[config.mk]
export PLATFORM = sky130hd
export DESIGN_NAME = load_store_unit_flat
export DESIGN_NICKNAME = d
export VERILOG_FILES = /design/src/rtl/load_store_unit_if.sv /design/src/rtl/load_store_unit.sv /design/src/flat_wrapper.sv
export SDC_FILE = /design/constraint.sdc
export NUM_CORES = 1
export LEC_CHECK = 0
export CORE_UTILIZATION = 31
export CTS_CLUSTER_DIAMETER = 120
export CTS_CLUSTER_SIZE = 24
export DETAILED_ROUTE_END_ITERATION = 8
export SYNTH_ARGS = -nofsm -noshare
export SYNTH_HDL_FRONTEND = slang
export SYNTH_SLANG_ARGS = --single-unit
[constraint.sdc]
create_clock -name clk -period 2.3 [get_ports clk]
set_input_delay 0.69 -clock clk [delete_from_list [all_inputs] [get_ports clk]]
set_output_delay 0.69 -clock clk [all_outputs]
set_load 0.05 [all_outputs]
[src/rtl/load_store_unit_if.sv]
// Request/response and data-memory signals of the load/store unit.
// The LSU uses the slave modport; the pipeline/memory side uses master.
interface load_store_unit_if;
  logic        req_valid;
  logic        req_ready;
  logic        req_write;
  logic [1:0]  req_size;
  logic        req_signed;
  logic [31:0] req_addr;
  logic [31:0] req_wdata;
  logic        busy;
  logic        done;
  logic        ld_valid;
  logic [31:0] ld_data;
  logic        err;
  logic        mem_read;
  logic        mem_write;
  logic [31:0] mem_address;
  logic [31:0] mem_write_data;
  logic [31:0] mem_read_data;

  modport slave (
    input  req_valid, req_write, req_size, req_signed, req_addr, req_wdata, mem_read_data,
    output req_ready, busy, done, ld_valid, ld_data, err,
    output mem_read, mem_write, mem_address, mem_write_data
  );

  modport master (
    output req_valid, req_write, req_size, req_signed, req_addr, req_wdata, mem_read_data,
    input  req_ready, busy, done, ld_valid, ld_data, err,
    input  mem_read, mem_write, mem_address, mem_write_data
  );
endinterface

[src/rtl/load_store_unit.sv]
// MEM-stage load/store unit: byte/half/word accesses to a big-endian word memory,
// with read-modify-write for sub-word stores and a configurable per-phase wait.
module load_store_unit #(
  parameter int unsigned WAIT_CYCLES = 0,
  parameter int unsigned CNT_W       = 4
) (
  input logic              clk,
  input logic              rst,
  load_store_unit_if.slave bus
);

  typedef enum logic [1:0] {StIdle, StRd, StWr, StFin} state_e;

  state_e           state_q;
  logic [CNT_W-1:0] cnt_q;
  logic             write_q;
  logic             signed_q;
  logic [1:0]       size_q;
  logic [1:0]       lane_q;
  logic [29:0]      word_addr_q;
  logic [31:0]      wdata_q;

  logic             busy_q;
  logic             done_q;
  logic             ld_valid_q;
  logic             err_q;
  logic             mem_read_q;
  logic             mem_write_q;
  logic [31:0]      ld_data_q;
  logic [31:0]      mem_address_q;
  logic [31:0]      mem_write_data_q;

  logic             misaligned;
  logic             cnt_last;
  logic [7:0]       rd_byte;
  logic [15:0]      rd_half;
  logic [31:0]      ld_extract;
  logic [31:0]      st_merge;

  assign cnt_last = (cnt_q == CNT_W'(WAIT_CYCLES));

  always_comb begin
    misaligned = 1'b0;
    case (bus.req_size)
      2'd0:    misaligned = 1'b0;
      2'd1:    misaligned = bus.req_addr[0];
      2'd2:    misaligned = |bus.req_addr[1:0];
      default: misaligned = 1'b1;
    endcase
  end

  // Byte 0 of the word (lowest address) sits in the most significant lane.
  always_comb begin
    rd_byte = bus.mem_read_data[7:0];
    case (lane_q)
      2'd0:    rd_byte = bus.mem_read_data[31:24];
      2'd1:    rd_byte = bus.mem_read_data[23:16];
      2'd2:    rd_byte = bus.mem_read_data[15:8];
      default: rd_byte = bus.mem_read_data[7:0];
    endcase
    rd_half = lane_q[1] ? bus.mem_read_data[15:0] : bus.mem_read_data[31:16];

    ld_extract = bus.mem_read_data;
    case (size_q)
      2'd0:    ld_extract = {{24{signed_q & rd_byte[7]}}, rd_byte};
      2'd1:    ld_extract = {{16{signed_q & rd_half[15]}}, rd_half};
      default: ld_extract = bus.mem_read_data;
    endcase

    st_merge = bus.mem_read_data;
    case (size_q)
      2'd0: begin
        case (lane_q)
          2'd0:    st_merge[31:24] = wdata_q[7:0];
          2'd1:    st_merge[23:16] = wdata_q[7:0];
          2'd2:    st_merge[15:8]  = wdata_q[7:0];
          default: st_merge[7:0]   = wdata_q[7:0];
        endcase
      end
      2'd1: begin
        if (lane_q[1]) st_merge[15:0]  = wdata_q[15:0];
        else           st_merge[31:16] = wdata_q[15:0];
      end
      default: st_merge = wdata_q;
    endcase
  end

  always_ff @(posedge clk) begin
    if (rst) begin
      state_q          <= StIdle;
      cnt_q            <= '0;
      write_q          <= 1'b0;
      signed_q         <= 1'b0;
      size_q           <= 2'd0;
      lane_q           <= 2'd0;
      word_addr_q      <= '0;
      wdata_q          <= '0;
      busy_q           <= 1'b0;
      done_q           <= 1'b0;
      ld_valid_q       <= 1'b0;
      err_q            <= 1'b0;
      mem_read_q       <= 1'b0;
      mem_write_q      <= 1'b0;
      ld_data_q        <= '0;
      mem_address_q    <= '0;
      mem_write_data_q <= '0;
    end else begin
      // Completion flags are single-cycle pulses.
      done_q     <= 1'b0;
      ld_valid_q <= 1'b0;
      err_q      <= 1'b0;
      ld_data_q  <= '0;
      unique case (state_q)
        StIdle: begin
          if (bus.req_valid) begin
            write_q     <= bus.req_write;
            signed_q    <= bus.req_signed;
            size_q      <= bus.req_size;
            lane_q      <= bus.req_addr[1:0];
            word_addr_q <= bus.req_addr[31:2];
            wdata_q     <= bus.req_wdata;
            cnt_q       <= '0;
            busy_q      <= 1'b1;
            if (misaligned) begin
              state_q <= StFin;
              done_q  <= 1'b1;
              err_q   <= 1'b1;
            end else if (!bus.req_write || bus.req_size != 2'd2) begin
              state_q       <= StRd;
              mem_read_q    <= 1'b1;
              mem_address_q <= {bus.req_addr[31:2], 2'b00};
            end else begin
              state_q          <= StWr;
              mem_write_q      <= 1'b1;
              mem_address_q    <= {bus.req_addr[31:2], 2'b00};
              mem_write_data_q <= bus.req_wdata;
            end
          end
        end
        StRd: begin
          if (cnt_last) begin
            mem_read_q <= 1'b0;
            cnt_q      <= '0;
            if (write_q) begin
              state_q          <= StWr;
              mem_write_q      <= 1'b1;
              mem_write_data_q <= st_merge;
            end else begin
              state_q       <= StFin;
              mem_address_q <= '0;
              done_q        <= 1'b1;
              ld_valid_q    <= 1'b1;
              ld_data_q     <= ld_extract;
            end
          end else begin
            cnt_q <= cnt_q + 1'b1;
          end
        end
        StWr: begin
          if (cnt_last) begin
            state_q          <= StFin;
            mem_write_q      <= 1'b0;
            mem_address_q    <= '0;
            mem_write_data_q <= '0;
            done_q           <= 1'b1;
          end else begin
            cnt_q <= cnt_q + 1'b1;
          end
        end
        StFin: begin
          state_q <= StIdle;
          busy_q  <= 1'b0;
        end
        default: state_q <= StIdle;
      endcase
    end
  end

  assign bus.req_ready      = ~busy_q;
  assign bus.busy           = busy_q;
  assign bus.done           = done_q;
  assign bus.ld_valid       = ld_valid_q;
  assign bus.ld_data        = ld_data_q;
  assign bus.err            = err_q;
  assign bus.mem_read       = mem_read_q;
  assign bus.mem_write      = mem_write_q;
  assign bus.mem_address    = mem_address_q;
  assign bus.mem_write_data = mem_write_data_q;

endmodule

[src/flat_wrapper.sv]
// flat-port wrapper written by rule: the top's interface ports become plain ports
module load_store_unit_flat 
#(
  parameter int unsigned WAIT_CYCLES = 0,
  parameter int unsigned CNT_W       = 4
)
  (clk, rst, bus_req_valid, bus_req_write, bus_req_size, bus_req_signed, bus_req_addr, bus_req_wdata, bus_mem_read_data, bus_req_ready, bus_busy, bus_done, bus_ld_valid, bus_ld_data, bus_err, bus_mem_read, bus_mem_write, bus_mem_address, bus_mem_write_data);
  load_store_unit_if bus_i ();
  input logic clk;
  input logic rst;
  input wire logic [$bits(bus_i.req_valid)-1:0] bus_req_valid;
  input wire logic [$bits(bus_i.req_write)-1:0] bus_req_write;
  input wire logic [$bits(bus_i.req_size)-1:0] bus_req_size;
  input wire logic [$bits(bus_i.req_signed)-1:0] bus_req_signed;
  input wire logic [$bits(bus_i.req_addr)-1:0] bus_req_addr;
  input wire logic [$bits(bus_i.req_wdata)-1:0] bus_req_wdata;
  input wire logic [$bits(bus_i.mem_read_data)-1:0] bus_mem_read_data;
  output wire logic [$bits(bus_i.req_ready)-1:0] bus_req_ready;
  output wire logic [$bits(bus_i.busy)-1:0] bus_busy;
  output wire logic [$bits(bus_i.done)-1:0] bus_done;
  output wire logic [$bits(bus_i.ld_valid)-1:0] bus_ld_valid;
  output wire logic [$bits(bus_i.ld_data)-1:0] bus_ld_data;
  output wire logic [$bits(bus_i.err)-1:0] bus_err;
  output wire logic [$bits(bus_i.mem_read)-1:0] bus_mem_read;
  output wire logic [$bits(bus_i.mem_write)-1:0] bus_mem_write;
  output wire logic [$bits(bus_i.mem_address)-1:0] bus_mem_address;
  output wire logic [$bits(bus_i.mem_write_data)-1:0] bus_mem_write_data;
  assign bus_i.req_valid = bus_req_valid;
  assign bus_i.req_write = bus_req_write;
  assign bus_i.req_size = bus_req_size;
  assign bus_i.req_signed = bus_req_signed;
  assign bus_i.req_addr = bus_req_addr;
  assign bus_i.req_wdata = bus_req_wdata;
  assign bus_i.mem_read_data = bus_mem_read_data;
  assign bus_req_ready = bus_i.req_ready;
  assign bus_busy = bus_i.busy;
  assign bus_done = bus_i.done;
  assign bus_ld_valid = bus_i.ld_valid;
  assign bus_ld_data = bus_i.ld_data;
  assign bus_err = bus_i.err;
  assign bus_mem_read = bus_i.mem_read;
  assign bus_mem_write = bus_i.mem_write;
  assign bus_mem_address = bus_i.mem_address;
  assign bus_mem_write_data = bus_i.mem_write_data;
  load_store_unit #(.WAIT_CYCLES(WAIT_CYCLES), .CNT_W(CNT_W)) u_core (.clk(clk), .rst(rst), .bus(bus_i));
endmodule
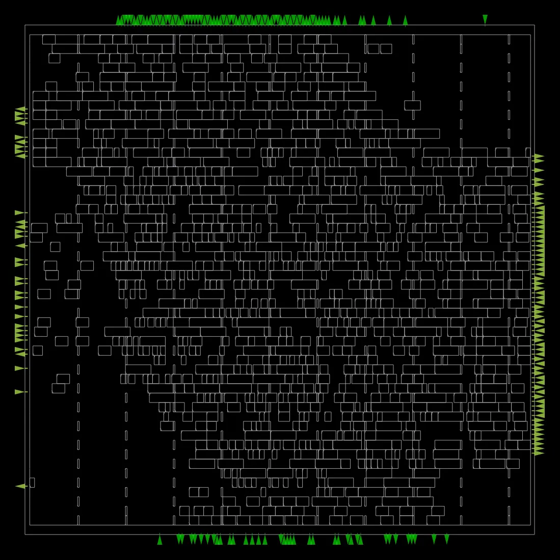
*Cell placement, run 1*
number of fillers in the final layout: 1962
placeable core region: 0.0204 mm²
Seq cells: 144
tap cell count: 270

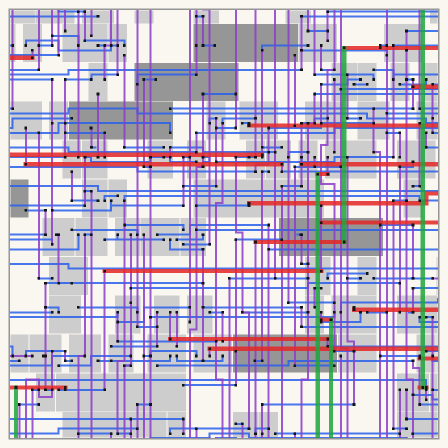
*A small window of the routed layout, run 1*
Window x 58 to 88, y 58 to 88 µm. Cells in gray, sequential cells in the stronger gray; small squares are vias.
- red: metal 3
- green: metal 4
- blue: metal 1
- purple: metal 2
- sequential cells in the window: 5
- cells with their middle in the window: 65
- netlist names of flops here include: u_core.lane_q (2), u_core.wdata_q (2)
- most frequent: nand2_1 (17), a21oi_1 (12), buf_4 (7)

==> Table 3: Implementation characteristics, run 1 <==
Table: implementation figures

Parameter                              Value

Pwr
  Maximum vdd drop .................. 0.582 mV
  P_leak .................. 4.15 nW

STA
  Period utilization .................. 99.2%
  RSZ-0062 raised after global routing .................. no
  Setup-violating endpoint count in the final report .................. 0
  Fin crit period .................. 2.28 ns
  Slew at the pin closest to its max-slew limit .................. 0.634 ns
  Post-Route Setup TNS .................. 0 ns

Logic synthesis
  Post-synthesis cell count .................. 769
  Post-synthesis register bit count .................. 144
  Number of distinct library cells after synthesis .................. 58
  Register area share after synthesis .................. 44.2%
  Yosys warnings .................. 0
  Post-synth EDFFs .................. 0
  Cell total in the yosys stat output .................. 769
  Syn_area_per_cell .................. 8.47 µm²

Cells and area
  Layout cell share with drive strength beyond 1 .................. 14.8%
  Multi-input logic cell count .................. 550
  Logic cell area .................. 0.00333 mm²
  Multi-input combinational area share .................. 33.8%
  Biggest Area Class .................. combinational gates
  Number of standard cells in the final layout excluding fillers .................. 1281
  Commonest non-fill, non-tap cells in the layout .................. 154 x clkdlybuf4s50_1, 147 x nand2_1, 144 x dfxtp_1, 103 x a21oi_1, 79 x buf_4

Setup path
  Critical path's largest stage delay .................. 0.82 ns
  Worst reg2reg startpoint .................. u_core.state_q[0]$_SDFFE_PP0P_
  Slack of the worst reg-to-reg path .................. 0.15 ns
  CP Data Arrival Time .................. 1.59 ns
  Crit-path cells .................. clkdlybuf4s50_1

Clock network
  Worst-path clk slew .................. 0.06 ns
  Number of sinks on the clock net .................. 144
  Post-cts hold buffer count .................. 0

Min path
  WHS Path Cells .................. 2
  Launch point of the worst hold path .................. u_core.wdata_q[18]$_SDFFE_PP0P_
  Endpoint of the worst hold-timing path .................. u_core.wdata_q[18]$_SDFFE_PP0P_

Floorplan
  Vertical die dimension .................. 147 µm
  Count of boundary I/O pins .................. 206

Drt
  Total via count after detailed routing .................. 6612
  Average detailed-routed wire length per instance .................. 18.2 µm
  # DRC .................. 0
  Drt initial violations .................. 588
  First-pass iteration count of the detailed router .................. 7
  Antenna violation net count after detailed routing .................. 0

Status
  Run status .................. finished, final reports clean

Global routing
  Number of global-route vias before repair .................. 6167

Place
  DP Worst Slack .................. -0.277 ns
  DPL Wire Length .................. 17400 µm
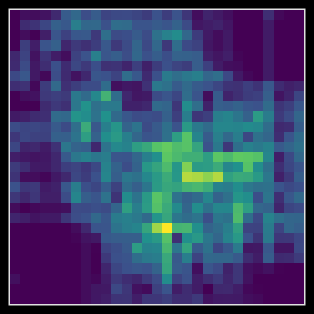
*Wiring heat map, run 1*
Scale: 2 px per µm. 29 x 29 tiles, from dark purple (low) to yellow (high), scaled to the fullest tile. Values are wire area over tile area, all layers added.
- fullest tile: 0.73
- emptiest ninth of the die: bottom left
- densest ninth of the die: middle
- nearly empty tiles: 15%
- tiles over half the peak: 9.9%
- mean over tiles: 0.17

-- run 1: metrics by stage --
step                      instance area, µm²  util [%]  hold WS, ns  power, W
final                                   9840      48.2        0.453    0.0139
after global routing                    9840      48.2        0.476    0.0146
after CTS                               9770      47.8        0.451    0.0139
after detailed placement                9210      45.1        0.443    0.0112
after global placement                  9210      45.1        0.440    0.0112
after floorplan                         6520         -        0.431   0.00834
-- run 1: flip-flops by register name (all words and copies together) (netlist names), 2 cells and up --
signal / count
u_core.bus.ld_data: 32
u_core.bus.mem_address: 30
u_core.bus.mem_write_data: 32
u_core.cnt_q: 4
u_core.lane_q: 2
u_core.size_q: 2
u_core.state_q: 2
u_core.wdata_q: 32
-- run 1: cells by family after synthesis --
logic type	count (synthesis)	synth area share, %
other cells	1	0.0576
simple gates	249	16.4
buf+inv	76	4.95
xor+xnor	3	0.403
fa+ha+maj	7	1.34
mux	30	5.09
flops	144	44.2
compound gates	259	27.5
-- run 1: Yosys cell counts (5+ instances only) --
master / n / area (µm²)
inv_1: 11 / 41.3
nand2b_1: 6 / 37.5
a31oi_1: 7 / 43.8
nor3_1: 8 / 40.0
o21ai_0: 6 / 30.0
a222oi_1: 7 / 70.1
a22oi_1: 17 / 128
nor2_1: 54 / 203
clkbuf_1: 42 / 158
a22o_1: 42 / 368
dfxtp_1: 144 / 2880
a211oi_1: 26 / 195
mux2i_1: 14 / 140
mux2_2: 15 / 169
a221oi_1: 5 / 43.8
a211o_1: 10 / 87.6
buf_1: 6 / 22.5
ha_1: 7 / 87.6
buf_2: 12 / 60.1
nand2_1: 147 / 552
a21oi_1: 104 / 521
nor2b_1: 15 / 93.8
-- run 1: per-layer routing --
| metal | track usage, % | up-vias | part of all wire (%) |
|---|---|---|---|
| met5 | 0 | - | 0 |
| met4 | 7.47 | 0 | 2.2 |
| met3 | 4.41 | 35 | 7.0 |
| met2 | 33.6 | 275 | 46 |
| met1 | 29.9 | 3079 | 45 |
| li1 | - | 3223 | - |
-- run 1: how the worst max path moves through the flow --
stage                                                          from                                    endpoint  cells after the start  slack (ns)
after global placement                              bus_req_addr[1]  u_core.bus.mem_write_data[15]$_SDFFE_PP0P_                      5       -0.24
final                       u_core.bus.mem_address[29]$_SDFFE_PP0P_                         bus_mem_address[29]                      1        0.02
after detailed placement                            bus_req_addr[1]   u_core.bus.mem_write_data[9]$_SDFFE_PP0P_                      5       -0.28
after global routing      u_core.bus.mem_write_data[3]$_SDFFE_PP0P_                       bus_mem_write_data[3]                      1      0.0007
after CTS                   u_core.bus.mem_address[30]$_SDFFE_PP0P_                         bus_mem_address[30]                      1       0.004
after floorplan                                     bus_req_addr[1]  u_core.bus.mem_write_data[23]$_SDFFE_PP0P_                      5        0.25
-- run 1: what timing repair did --
| action | CTS | global route |
|---|---|---|
| buffers inserted | 0 | 0 |
| gates cloned | 0 | 0 |
| resized | 6 | 27 |
| endpoints found under the setup margin | 6 | 27 |
-- run 1: power by group --
part           switching [W]  internal, W  total [W]  leakage, nW
Clock                0.00118      0.00154    0.00272        0.264
Sequential          0.000424      0.00315    0.00357         1.18
Combinational        0.00478      0.00280    0.00757         2.71
Total                0.00638      0.00748     0.0139         4.15
### Selected gate families, run 1

Scale: 2 px per µm.
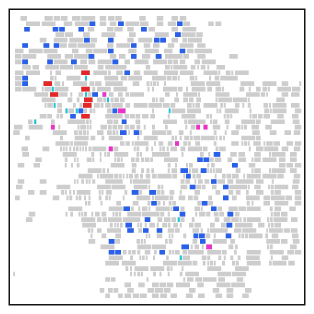

==> run 2: changes to the inputs <==
ABC_AREA = 1   (was not set)
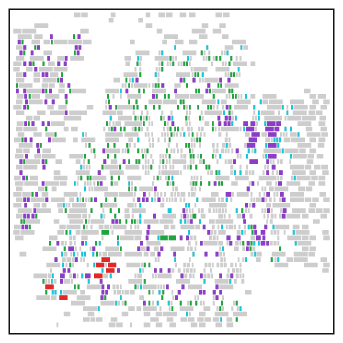
*Selected gate families, run 2*
Scale: 2 px per µm.
- purple: inverting AOI/OAI gates (cells 202; most used o21ai_0; where widely spread)
- cyan: inverters (cells 121; most used inv_1)
- red: adder and majority cells (cells 7; most used ha_1; where bottom left)
- green: NOR gates (cells 225; most used nor2_1)

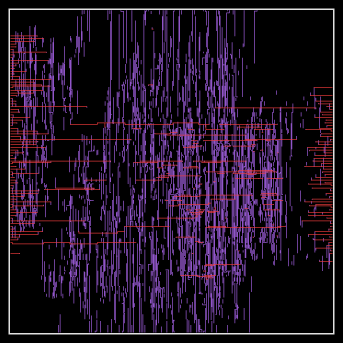
*Metal layers overlaid, run 2*
Scale: 2 px per µm. Only two layers are drawn.
- red: metal 3 (wire length 2140 µm)
- purple: metal 2 (wire length 12400 µm)

==> run 2 against run 1 <==
Compared with the run above: via count grew 30%; setup slack improved by 0.024 ns; clock power decreased by 4%; global-route usage shrank 0.32 points; non-clock buffer count shrank 27; sequential power about the same; largest power group unchanged; combinational power up 2%; flip-flop count unchanged; fmax rose by 1.1%; final cell count up 41%.
==> Table 3: Implementation characteristics, run 2 <==
Table: implementation figures

Parameter                              Value

STA
  RSZ-0062 raised after global routing .................. no (unchanged)
  Post-Route Setup TNS .................. 0 ns (unchanged)
  Period utilization .................. 98.2% (was 99.2%)
  Setup-violating endpoint count in the final report .................. 0 (unchanged)

Logic synthesis
  Post-synthesis register bit count .................. 144 (unchanged)
  Register area share after synthesis .................. 36.5% (was 44.2%)
  Post-synth EDFFs .................. 0 (unchanged)
  Top cell area share .................. 36.5% (was 44.2%)
  Number of distinct library cells after synthesis .................. 33 (was 58)
  Dominant comb cell .................. simple AND/OR/NAND/NOR gates (was AND-OR/OR-AND gates)
  Area fraction in full adders, half adders and majority gates .................. 1.11% (was 1.34%)
  Leading cell types by count after synthesis .................. 405 x nand2_1, 221 x nor2_1, 144 x dfxtp_1 (was 147 x nand2_1, 144 x dfxtp_1, 104 x a21oi_1)
  Cell total in the yosys stat output .................. 1277 (was 769)
  Fraction of synthesized area in multiplexers .................. 0% (was 5.09%)
  Post-synthesis cell count .................. 1277 (was 769)
  Area contributors post-synth .................. dfxtp_1 37%, nand2_1 19%, nor2_1 11% (was dfxtp_1 44%, nand2_1 8.5%, a21oi_1 8.0%)
  Post-synthesis compound-gate area fraction .................. 14.3% (was 27.5%)
  Yosys warnings .................. 0 (unchanged)

Global routing
  Number of global-route vias before repair .................. 8063 (was 6167)

Floorplan
  Count of boundary I/O pins .................. 206 (unchanged)
  Placeable core region .................. 0.0250 mm² (was 0.0204 mm²)

Drt
  Average detailed-routed wire length per instance .................. 15.1 µm (was 18.2 µm)
  Antenna violation net count after detailed routing .................. 0 (unchanged)

Pwr
  P_leak .................. 5.70 nW (was 4.15 nW)
  Maximum vdd drop .................. 0.737 mV (was 0.582 mV)

Setup path
  Critical path's largest stage delay .................. 0.81 ns (was 0.82 ns)
  CP Data Arrival Time .................. 1.57 ns (was 1.59 ns)

Status
  Run status .................. finished, final reports clean (unchanged)

Cells and area
  Number of standard cells in the final layout excluding fillers .................. 1810 (was 1281)
  End-of-flow core utilization .................. 43.8% (was 48.2%)
  Layout cell share with drive strength beyond 1 .................. 8.85% (was 14.8%)

Clock network
  Number of buffers inserted to repair setup after CTS .................. 0 (unchanged)
run 2: kinds of logic (layout without fill, tap and decap cells):
| logic type | count (synthesis) | count (layout) |
|---|---|---|
| buffers and inverters | 198 | 400 |
| adders and majority gates | 7 | 7 |
| xor gates and xnor gates | 1 | 1 |
| DFF | 144 | 144 |
| AOI/OAI and AO/OA | 202 | 202 |
| and+or+nand+nor | 724 | 724 |
| other | 1 | 2 |
run 2: what timing repair did:
action	in CTS	in global routing
hold buffers	0	0
endpoints found under the setup margin	5	33
gates resized	5	33
run 2: worst paths after layout:
| check | start | to | slack (ns) | depth (start not counted) |
|---|---|---|---|---|
| worst max-delay path | u_core.bus.mem_write_data[5]$_SDFFE_PP0P_ | bus_mem_write_data[5] | 0.04 | 1 |
| worst min-delay path | u_core.cnt_q[3]$_SDFFE_PP0P_ | u_core.cnt_q[3]$_SDFFE_PP0P_ | 0.47 | 2 |
| worst max register to register | u_core.lane_q[0]$_SDFFE_PP0P_ | u_core.bus.mem_write_data[31]$_SDFFE_PP0P_ | 0.23 | 7 |
| worst min register to register | u_core.cnt_q[3]$_SDFFE_PP0P_ | u_core.cnt_q[3]$_SDFFE_PP0P_ | 0.47 | 2 |
run 2: stage by stage:
stage	hold slack, ns	setup WS, ns
after floorplan	0.438	0.645
after global placement	0.467	0.0375
after detailed placement	0.461	-0.0271
after CTS	0.471	0.00141
after global routing	0.506	0.000646
final	0.469	0.0417
run 2: area by class of cell:
| cell class | count | area [µm²] | share of cell area, % |
|---|---|---|---|
| repair buffers | 247 | 2520 | 23.0 |
| inverters | 121 | 457 | 4.17 |
| flip-flops and latches | 144 | 2880 | 26.3 |
| multi-input cells | 936 | 4140 | 37.7 |
| clock inverters | 15 | 126 | 1.15 |
| clock buffers | 17 | 425 | 3.88 |
| well taps | 330 | 413 | 3.77 |
run 2: power by group:
group          internal, W  leakage (nW)  total (W)  switching [W]
Clock              0.00141         0.251    0.00262        0.00122
Sequential         0.00313          1.18    0.00354       0.000411
Combinational      0.00257          4.27    0.00771        0.00514
run 2: layer usage:
metal | GRT usage, % | vias to the layer above | wire length (µm)
li1 | - | 4363 | -
met1 | 28.2 | 3867 | 12200
met2 | 34.0 | 321 | 12400
met3 | 5.88 | 37 | 2140
met4 | 5.83 | 0 | 526
met5 | 0 | - | 0
### Wiring heat map, run 2

Scale: 1.5 px per µm. 32 x 32 tiles, from dark purple (low) to yellow (high), scaled to the fullest tile. Values are wire area over tile area, all layers added.
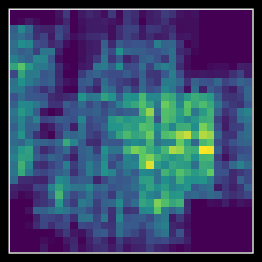

==> run 3: changes to the inputs <==
CTS_CLUSTER_SIZE = 12   (was 24)
clock period = 2.1 ns   (was 2.3 ns; I/O delays follow)
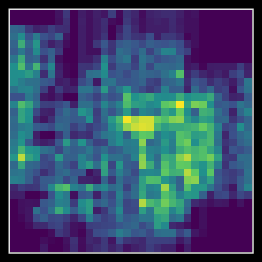
*Wiring heat map, run 3*
Scale: 1.5 px per µm. 32 x 32 tiles, from dark purple (low) to yellow (high), scaled to the fullest tile. Values are wire area over tile area, all layers added.
- fullest tile: 0.61
- nearly empty tiles: 15%
- emptiest ninth of the die: top right
- tiles over half the peak: 16%
average detailed-routed wire length per instance: 14.9 µm
All-Layer GR Usage: 20.9%
final wirelength: 27000 µm

==> run 3 against run 2 <==
Compared with the run above: final cell count grew 0.28%; non-clock buffer count grew 5; power grew 10%; synthesized area is the same; critical path depth is the same; first-iteration DRC count grew 0.68%; sequential share of layout area grew 0.45 points; critical endpoint is now bus_mem_address[29]; largest cell class unchanged; largest power group unchanged.
==> Table 3: Implementation characteristics, run 3 <==
Table: implementation figures

Parameter                              Value

STA
  Worst Setup Slack, final .................. 0.171 ns (was 0.0417 ns)
  RSZ-0062 raised after global routing .................. no (unchanged)
  Fin crit period .................. 1.93 ns
  Post-Route Setup TNS .................. 0 ns (unchanged)

Logic synthesis
  Dominant comb cell .................. simple AND/OR/NAND/NOR gates (unchanged)
  Most used standard cell by instance count after synthesis .................. nand2_1 (unchanged)
  Area fraction in full adders, half adders and majority gates .................. 1.11% (unchanged)
  Cell total in the yosys stat output .................. 1277 (unchanged)
  Post-synthesis register bit count .................. 144 (unchanged)
  Yosys warnings .................. 0 (unchanged)
  Leading cell types by count after synthesis .................. 405 x nand2_1, 221 x nor2_1, 144 x dfxtp_1 (unchanged)
  Post-synthesis cell count .................. 1277 (unchanged)
  Syn_area_per_cell .................. 6.18 µm² (unchanged)
  Post-synth EDFFs .................. 0 (unchanged)

Pwr
  Total power .................. 0.0153 W (was 0.0139 W)

Drt
  First-pass iteration count of the detailed router .................. 5 (unchanged)

Cells and area
  Commonest non-fill, non-tap cells in the layout .................. 405 x nand2_1, 221 x nor2_1, 143 x dfxtp_1, 131 x buf_4, 112 x inv_1 (was 405 x nand2_1, 221 x nor2_1, 144 x clkdlybuf4s50_1, 143 x dfxtp_1, 113 x inv_1)
  End-of-flow core utilization .................. 43.1% (was 43.8%)

Min path
  WHS Path Cells .................. 2 (unchanged)
  Launch point of the worst hold path .................. u_core.cnt_q[3]$_SDFFE_PP0P_ (unchanged)

Setup path
  Number of cells on the worst reg-to-reg path .................. 8 (was 7)
  Worst reg2reg startpoint .................. u_core.state_q[1]$_SDFFE_PP0P_ (was u_core.lane_q[0]$_SDFFE_PP0P_)
  CP Data Arrival Time .................. 1.30 ns (was 1.57 ns)
  FF-to-FF End .................. u_core.bus.ld_data[19]$_SDFF_PP0_ (was u_core.bus.mem_write_data[31]$_SDFFE_PP0P_)

Status
  Run status .................. finished, final reports clean (unchanged)
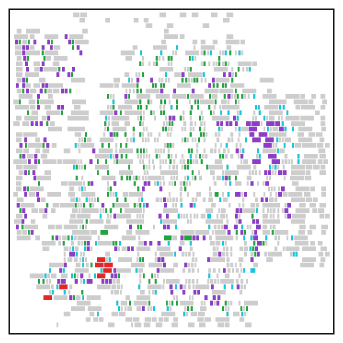
*Selected gate families, run 3*
Scale: 2 px per µm.
- green: NOR gates (cells 225; most used nor2_1)
- red: adder and majority cells (cells 7; most used ha_1; where bottom left)
- cyan: inverters (cells 121; most used inv_1)
- purple: inverting AOI/OAI gates (cells 202; most used o21ai_0; where widely spread)

## run 3: layout make-up
class                      count  area (µm²)  share of cell area, %
inverter                     121         460                   4.27
sequential                   144        2880                   26.8
clock buffer                  17         425                   3.95
timing repair buffer         252        2290                   21.3
multi-input combinational    936        4140                   38.4
clock inverter                15         168                   1.56
tap                          330         413                   3.83
## run 3: cell families (layout without fill, tap and decap cells)
family          count (synthesis)  in the layout
compound gates                202            202
xor+xnor                        1              1
fa+ha+maj                       7              7
buf+inv                       198            405
flops                         144            144
other cells                     1              2
simple gates                  724            724
## run 3: metal layers
layer  GRT usage, %  vias up  share of wire [%]
li1               -     4380                  -
met1           27.5     3790                 45
met2           33.4      298                 45
met3           5.73       28                7.5
met4           5.40        0                1.9
met5              0        -                  0
## run 3: worst max path at each step
stage | from | endpoint | slack, ns | depth (start not counted)
CTS | u_core.state_q[1]$_SDFFE_PP0P_ | u_core.bus.ld_data[19]$_SDFF_PP0_ | 0.06 | 8
global placement | bus_req_size[0] | u_core.bus.mem_write_data[13]$_SDFFE_PP0P_ | -0.08 | 9
detailed placement | bus_req_size[0] | u_core.bus.mem_write_data[28]$_SDFFE_PP0P_ | -0.10 | 10
global route | u_core.state_q[1]$_SDFFE_PP0P_ | u_core.bus.ld_data[31]$_SDFF_PP0_ | 0.04 | 8
floorplan | u_core.bus.busy$_SDFFE_PP0P_ | bus_req_ready | 0.50 | 1
finish | u_core.bus.mem_address[29]$_SDFFE_PP0P_ | bus_mem_address[29] | 0.17 | 1
## run 3: report_power, final
part	total (W)	internal [W]	switching (W)
Clock	0.00309	0.00170	0.00139
Combinational	0.00832	0.00270	0.00562
Sequential	0.00387	0.00343	0.000442
## run 3: per-stage QoR
step	cells	hold WS (ns)
after floorplan	1278	0.438
after global placement	1783	0.453
after detailed placement	1783	0.461
after CTS	1815	0.473
after global routing	1815	0.502
final	1815	0.473
## run 3: timing repair
action / in CTS / in global routing
buffers inserted: 0 / 0
gates resized: 8 / 1
cloned: 0 / 0
setup endpoints to repair: 8 / 20
No activity file was given, so power comes from the tool's default toggle rates.
